**config.mk**
```make
export PLATFORM = sky130hd
export DESIGN_NAME = stream_return_fifo
export DESIGN_NICKNAME = d
export VERILOG_FILES = /design/src/rtl/stream_return_fifo.sv
export SDC_FILE = /design/constraint.sdc
export NUM_CORES = 1
export LEC_CHECK = 0
export ABC_AREA = 1
export ABC_CLOCK_PERIOD_IN_PS = 3200
export CORE_MARGIN = 1
export CORE_UTILIZATION = 40
export DETAILED_ROUTE_END_ITERATION = 10
export PLACE_DENSITY = 0.6
export SYNTH_ARGS = -nofsm -noshare
export SYNTH_HDL_FRONTEND = slang
export SYNTH_SLANG_ARGS = --single-unit
```
**constraint.sdc**
```tcl
create_clock -name clock -period 3.2 [get_ports clock]
set_input_delay 0.48 -clock clock [delete_from_list [all_inputs] [get_ports clock]]
set_output_delay 0.48 -clock clock [all_outputs]
set_load 0.01 [all_outputs]
```
**src/rtl/stream_return_fifo.sv**
```systemverilog
// stream_return_fifo: multi-entry ready/valid elastic buffer for the return path.
// up_ready comes from registered state only; down_* come from storage.
// Optional feature: define STREAM_RETURN_FIFO_BYPASS_EN so that a word offered
// to an empty FIFO is presented on down_* in the same cycle.
// Logging: define LOG(msg) (e.g. as `$display msg`) to print pushes and pops,
// each prefixed with NAME; by default LOG expands to nothing.

`ifndef LOG
`define LOG(msg)
`endif

module stream_return_fifo #(
  parameter int    WIDTH = 32,
  parameter int    DEPTH = 4,
  parameter string NAME  = "fifo"
) (
  input  logic                       clock,
  input  logic                       reset,
  input  logic                       up_valid,
  output logic                       up_ready,
  input  logic [WIDTH-1:0]           up_data,
  output logic                       down_valid,
  input  logic                       down_ready,
  output logic [WIDTH-1:0]           down_data,
  output logic [$clog2(DEPTH+1)-1:0] count
);

  localparam int PW = $clog2(DEPTH);
  localparam int CW = $clog2(DEPTH + 1);
  localparam logic [PW-1:0] LAST_PTR = PW'(DEPTH - 1);
  localparam logic [CW-1:0] FULL_CNT = CW'(DEPTH);

  // A single-entry FIFO cannot overlap a push with a pop at full, so refuse it.
  if (DEPTH < 2) begin : g_depth_check
    $error("%s: DEPTH must be at least 2", NAME);
  end

  logic [WIDTH-1:0] mem [DEPTH];
  logic [PW-1:0]    wr_ptr;
  logic [PW-1:0]    rd_ptr;
  logic [CW-1:0]    occ;
  logic             ready_en;
  logic             push;
  logic             pop;
  logic             bypass;

  // ready_en keeps up_ready low until the first clock after reset releases.
  assign up_ready = ready_en & (occ != FULL_CNT);
  assign count    = occ;

`ifdef STREAM_RETURN_FIFO_BYPASS_EN
  // An empty FIFO forwards the offered word directly; when it is taken in the
  // same cycle, nothing is stored and the pointers stay put.
  assign bypass     = ready_en & (occ == '0) & up_valid & down_ready;
  assign down_valid = (occ != '0) | (ready_en & up_valid);
  assign down_data  = (occ == '0) ? up_data : mem[rd_ptr];
`else
  assign bypass     = 1'b0;
  assign down_valid = (occ != '0);
  assign down_data  = mem[rd_ptr];
`endif

  assign push = up_valid & up_ready & ~bypass;
  assign pop  = down_valid & down_ready & ~bypass;

  // Pointers and occupancy; pointers wrap with an explicit compare so any DEPTH works.
  always_ff @(posedge clock or posedge reset) begin
    if (reset) begin
      wr_ptr   <= '0;
      rd_ptr   <= '0;
      occ      <= '0;
      ready_en <= 1'b0;
    end else begin
      ready_en <= 1'b1;
      if (push) begin
        wr_ptr <= (wr_ptr == LAST_PTR) ? '0 : wr_ptr + 1'b1;
      end
      if (pop) begin
        rd_ptr <= (rd_ptr == LAST_PTR) ? '0 : rd_ptr + 1'b1;
      end
      case ({push, pop})
        2'b10:   occ <= occ + 1'b1;
        2'b01:   occ <= occ - 1'b1;
        default: occ <= occ;
      endcase
    end
  end

  // Storage is deliberately not reset; only the pointers define what is valid.
  always_ff @(posedge clock) begin
    if (push) begin
      mem[wr_ptr] <= up_data;
      `LOG(("%s: push %h", NAME, up_data));
    end
    if (pop) begin
      `LOG(("%s: pop %h", NAME, down_data));
    end
  end

endmodule

```
==> impl_metrics.json, run 1 <==
{
  "pre_cts_slack_ns": 0.6296,
  "avgSynthCellArea_um2": 12.65,
  "core_um2": 13350,
  "endpoint": "down_data[1]",
  "finalSetupTns_ns": 0,
  "finalClockPeriodUsage_pct": 87.92,
  "pg_clk_mw": 2.02,
  "sw_frac_of_total_pct": 30.40,
  "synthTopCellsByArea": "edfxtp_1 70%, nand2_1 5.4%, inv_1 5.3%, o211ai_1 4.4%, dfrtp_1 3.6%",
  "r2r_start": "count[0]$_DFFE_PP0P_",
  "nNonClkInverters": 78,
  "vdd_ir_drop_max_uv": 428.5,
  "hp-class": "in2async",
  "path_clk_slew_ns": 0.06,
  "crit_type": "reg2out",
  "synthAdderAreaFrac_pct": 1.728,
  "fillers": 1126,
  "static-leakage-power_nw": 2.714,
  "postCtsSetupBuffers": 0,
  "top_area_cell": "edfxtp_1",
  "ys_chip_area_um2": 5503,
  "drt-pass1-iter-count": 4,
  "synth-async-reset-ratio_pct": 5.882,
  "clk_share_pct": 8.798,
  "ant_nets": 0,
  "maxCapViolations": 0,
  "ys_sh_simple_pct": 6.526,
  "slowest_stage": "dfrtp_4",
  "p_seq_mw": 2.36,
  "crit_path_end_kind": "output port",
  "drv_slew": 0,
  "overflow": 0,
  "synth_top_area_share_pct": 69.85,
  "fmax_mhz": 355.4,
  "ys.flop_type": "edfxtp_1",
  "critPathTopFamily": "buffers and inverters",
  "io_pins": 73,
  "fp_nets": 478,
  "root_buffer": "clkbuf_16",
  "taps": 176,
  "die_height_um": 119.3,
  "cp-startpoint": "rd_ptr[0]$_DFFE_PP0P_",
  "cts_buffer_depth": 2,
  "ff2ff_setup_slack_ns": 0.94,
  "start_kind": "flop",
  "drt_iter0_drc": 203,
  "clkLatencyLatePin_ns": 0.41,
  "synthXorXnorAreaFrac_pct": 0.1592,
  "seq_power_share_pct": 36.8,
  "yosys.area_share.aoi_pct": 10.50,
  "combPwrFrac_pct": 31.7,
  "final_cell_mix": "128 x edfxtp_1, 79 x nand2_1, 78 x inv_1, 72 x clkdlybuf4s50_1, 34 x o21ai_0",
  "gr-usage-all-layers_pct": 15.43,
  "synth_cell_type_count": 20,
  "syn-instance-count": 435,
  "ys_cells": 435,
  "grt_pass1_wl_mm": 16.35,
  "stdcell_area_um2": 7111,
  "comb_power_mw": 2.03,
  "buf_share_pct": 11.93,
  "route.detailed.drc": 0,
  "antenna_cells": 0,
  "status": "finished, final reports clean",
  "fin_cells": 701,
  "grt_antenna_before_repair": 0,
  "cp.required_ns": 2.72,
  "fp-utilization_pct": 41.23,
  "seqCellArea_um2": 4049,
  "fin_crit_ns": 2.813,
  "logic_gate_count": 200,
  "warning_count": 29,
  "cp.depth": 4,
  "wl_per_cell_um": 14.16,
  "synthTopCellsByCount": "128 x edfxtp_1, 79 x nand2_1, 78 x inv_1",
  "num_rows": 42,
  "critPathArrivalTime_ns": 2.33,
  "p_clk_share_pct": 31.5,
  "htreeDepth": 4,
  "routed_wl_mm": 9.924,
  "p_int_mw": 4.454
}
[run 1: sequential cells by signal (all words and copies together), names as in the netlist]
name,count
count,3
ready_en,1
rd_ptr,2
wr_ptr,2
mem,128
[run 1: routing by layer]
| layer | track usage (%) | vias to the layer above | wire [µm] |
|---|---|---|---|
| li1 | - | 1647 | - |
| met1 | 19.00 | 1557 | 4354 |
| met2 | 24.49 | 77 | 4863 |
| met3 | 4.837 | 20 | 490 |
| met4 | 7.813 | 0 | 216 |
| met5 | 0 | - | 0 |
[run 1: stage by stage]
step	hold WS (ns)	utilization, %
after floorplan	0.2957	-
after global placement	0.5096	48.58
after detailed placement	0.5164	48.58
after CTS	0.3155	53.27
after global routing	0.3480	53.27
final	0.3175	53.27
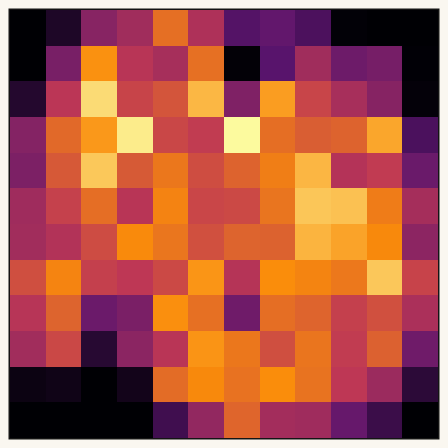
run_1/util_map.png
The die is cut into 12 by 12 equal tiles; black is low, pale yellow is high, 0 to 100% covered.
tiles over 75% full: 14%
emptiest ninth of the die: bottom left
nearly empty tiles: 9.7%
fullest tile: 99%

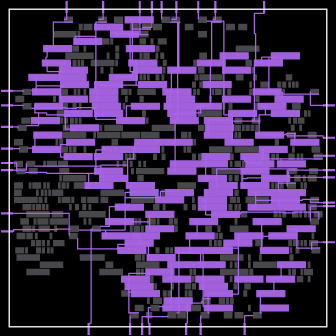
run_1/port_trees.png
| port | colour | bits | direction | end cells | buffers | wire |
|---|---|---|---|---|---|---|
| `up_data` | purple | 32 | input | 128 | 32 | 1750 µm |

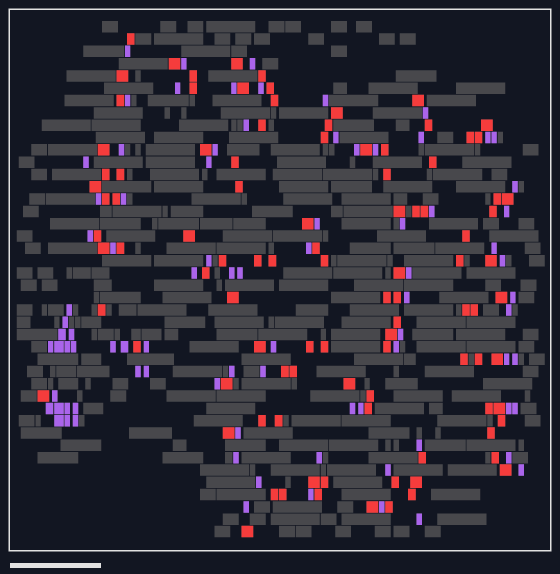
run_1/gates.png
Scale bar: 20 µm.
| family | colour | cells | most used | where |
|---|---|---|---|---|
| aoi and oai cells | red | 99 | o21ai_0 | spread over the die |
| nand cells | purple | 85 | nand2_1 | spread over the die |

run_1/m3.png
Scale bar: 20 µm.
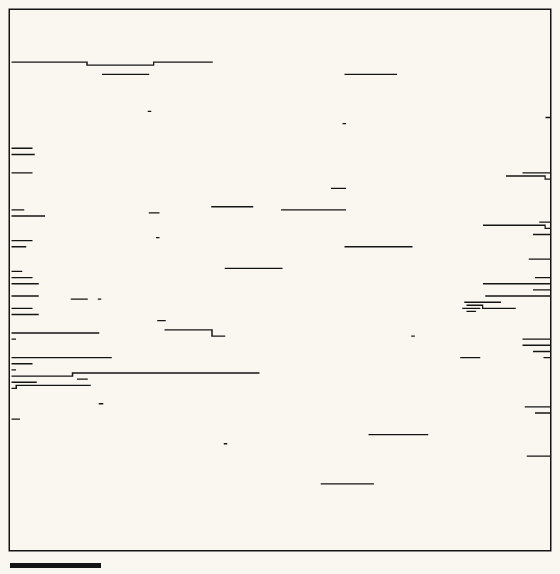

==> inputs of run 2 (changes only) <==
Settings changed: REMOVE_ABC_BUFFERS set to 1.
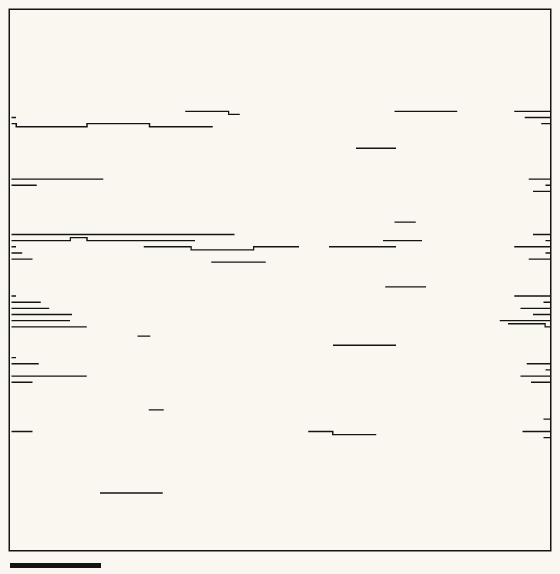
run_2/m3.png
Scale bar: 20 µm.
longest straight run: 49.0 µm
wire length on this layer: 526 µm
share of all routed wire: 5.1%
nets with wire on the layer: 47
main direction: horizontal

==> run 2 against run 1 <==
Effect of this change:
- largest cell class unchanged
- sequential power grew 2%
- combinational power fell by 4%
- register-to-register slack better by 0.03 ns
- highest routed layer unchanged
- final cell count grew 0.43%
- global-route usage rose by 0.27 points
- area after synthesis stayed put
- clock skew shrank 0.0025 ns
- largest power group unchanged
==> impl_metrics.json, run 2 <==
{
  "route.detailed.drc": 0,
  "fin_cells": 704,
  "stdcell_area_um2": 7112,
  "cts_buffer_depth": 2,
  "drt_iter0_drc": 196,
  "logic_gate_count": 200,
  "met3_usage_pct": 5.172,
  "ys_cells": 435,
  "grt_pass1_wl_mm": 16.82,
  "maxCapViolations": 0,
  "crit_type": "reg2out",
  "finalSetupTns_ns": 0,
  "nNonClkInverters": 78,
  "clkLatencyLatePin_ns": 0.41,
  "seqCellArea_um2": 4049,
  "synthTopCellsByArea": "edfxtp_1 70%, nand2_1 5.4%, inv_1 5.3%, o211ai_1 4.4%, dfrtp_1 3.6%",
  "combPwrFrac_pct": 29.9,
  "final_cell_mix": "128 x edfxtp_1, 79 x nand2_1, 78 x inv_1, 72 x clkdlybuf4s50_1, 34 x o21ai_0",
  "io_pins": 73,
  "synth_cell_type_count": 20,
  "warning_count": 28,
  "fp-utilization_pct": 41.23,
  "whs_ns": 0.3209,
  "vdd_ir_drop_max_uv": 474.5,
  "p_clk_share_pct": 33.2,
  "met3WireLength_um": 526,
  "ys_chip_area_um2": 5503,
  "m1WireLength_mm": 4.824,
  "avgSynthCellArea_um2": 12.65,
  "synth_flops": 136,
  "ant_nets": 0,
  "top_register": "mem",
  "synthAdderAreaFrac_pct": 1.728,
  "slowest_stage": "dfrtp_4",
  "pre_cts_slack_ns": 0.6747,
  "p_int_mw": 4.603,
  "highest_layer": "met4",
  "critPathTopFamily": "buffers and inverters",
  "use_met2_pct": 23.91,
  "top_usage_layer": "met2",
  "path_clk_slew_ns": 0.06,
  "ys.flop_type": "edfxtp_1",
  "seq_power_share_pct": 36.9,
  "critical_path.cell_chain": "buf_4 > o21ai_0 > nand2_1 > clkdlybuf4s50_1",
  "syn-instance-count": 435,
  "cts_hold_buf": 0,
  "ff2ff_setup_slack_ns": 0.97,
  "p_seq_mw": 2.41,
  "overflow": 0,
  "critPathArrivalTime_ns": 2.42,
  "pg_clk_mw": 2.17,
  "top_area_cell": "edfxtp_1",
  "antenna_cells": 0,
  "hp-class": "in2async",
  "sw_frac_of_total_pct": 29.59,
  "die_height_um": 119.3,
  "status": "finished, final reports clean",
  "clk_share_pct": 9.377,
  "synth_top_area_share_pct": 69.85,
  "start_kind": "flop",
  "syn_area_um2": 5503,
  "routed_wl_mm": 10.25,
  "static-leakage-power_nw": 2.738,
  "gr-usage-all-layers_pct": 15.70,
  "synthXorXnorAreaFrac_pct": 0.1592,
  "synthTopCellsByCount": "128 x edfxtp_1, 79 x nand2_1, 78 x inv_1",
  "fmax_mhz": 345.3,
  "buf_share_pct": 11.37,
  "finalClockPeriodUsage_pct": 90.49,
  "grtUsageMet1_pct": 20.52,
  "postCtsSetupBuffers": 0,
  "ys_sh_simple_pct": 6.526,
  "htreeDepth": 4,
  "crit_path_end_kind": "output port",
  "largest_register_ffs": 128,
  "root_buffer": "clkbuf_16",
  "drt-pass1-iter-count": 4,
  "comb_power_mw": 1.95,
  "wl_met2_mm": 4.716
}
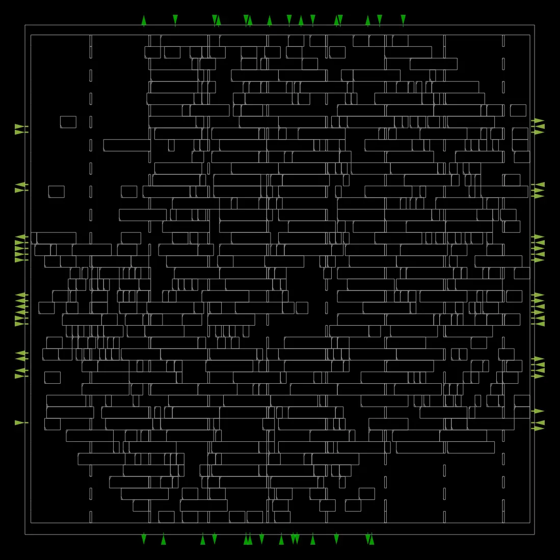
run_2/placed.png
post-layout util: 53.28%
core area: 13350 µm²
Rows: 42
Filler Cell Count: 1110
TAP cells: 176

-- run 2: cell counts after synthesis --
No cell type changed its count.
-- run 2: path summary, 6_finish.rpt --
check / start / end / depth (start not counted)
min in group clock: wr_ptr[1]$_DFFE_PP0P_ / wr_ptr[1]$_DFFE_PP0P_ / 2
max in group asynchronous: reset / rd_ptr[0]$_DFFE_PP0P_ / 2
worst max register to register: count[0]$_DFFE_PP0P_ / count[2]$_DFFE_PP0P_ / 10
worst min register to register: wr_ptr[1]$_DFFE_PP0P_ / wr_ptr[1]$_DFFE_PP0P_ / 2
worst min-delay path: reset / count[2]$_DFFE_PP0P_ / 2
worst max-delay path: rd_ptr[0]$_DFFE_PP0P_ / down_data[15] / 4
No activity file was given, so power comes from the tool's default toggle rates.
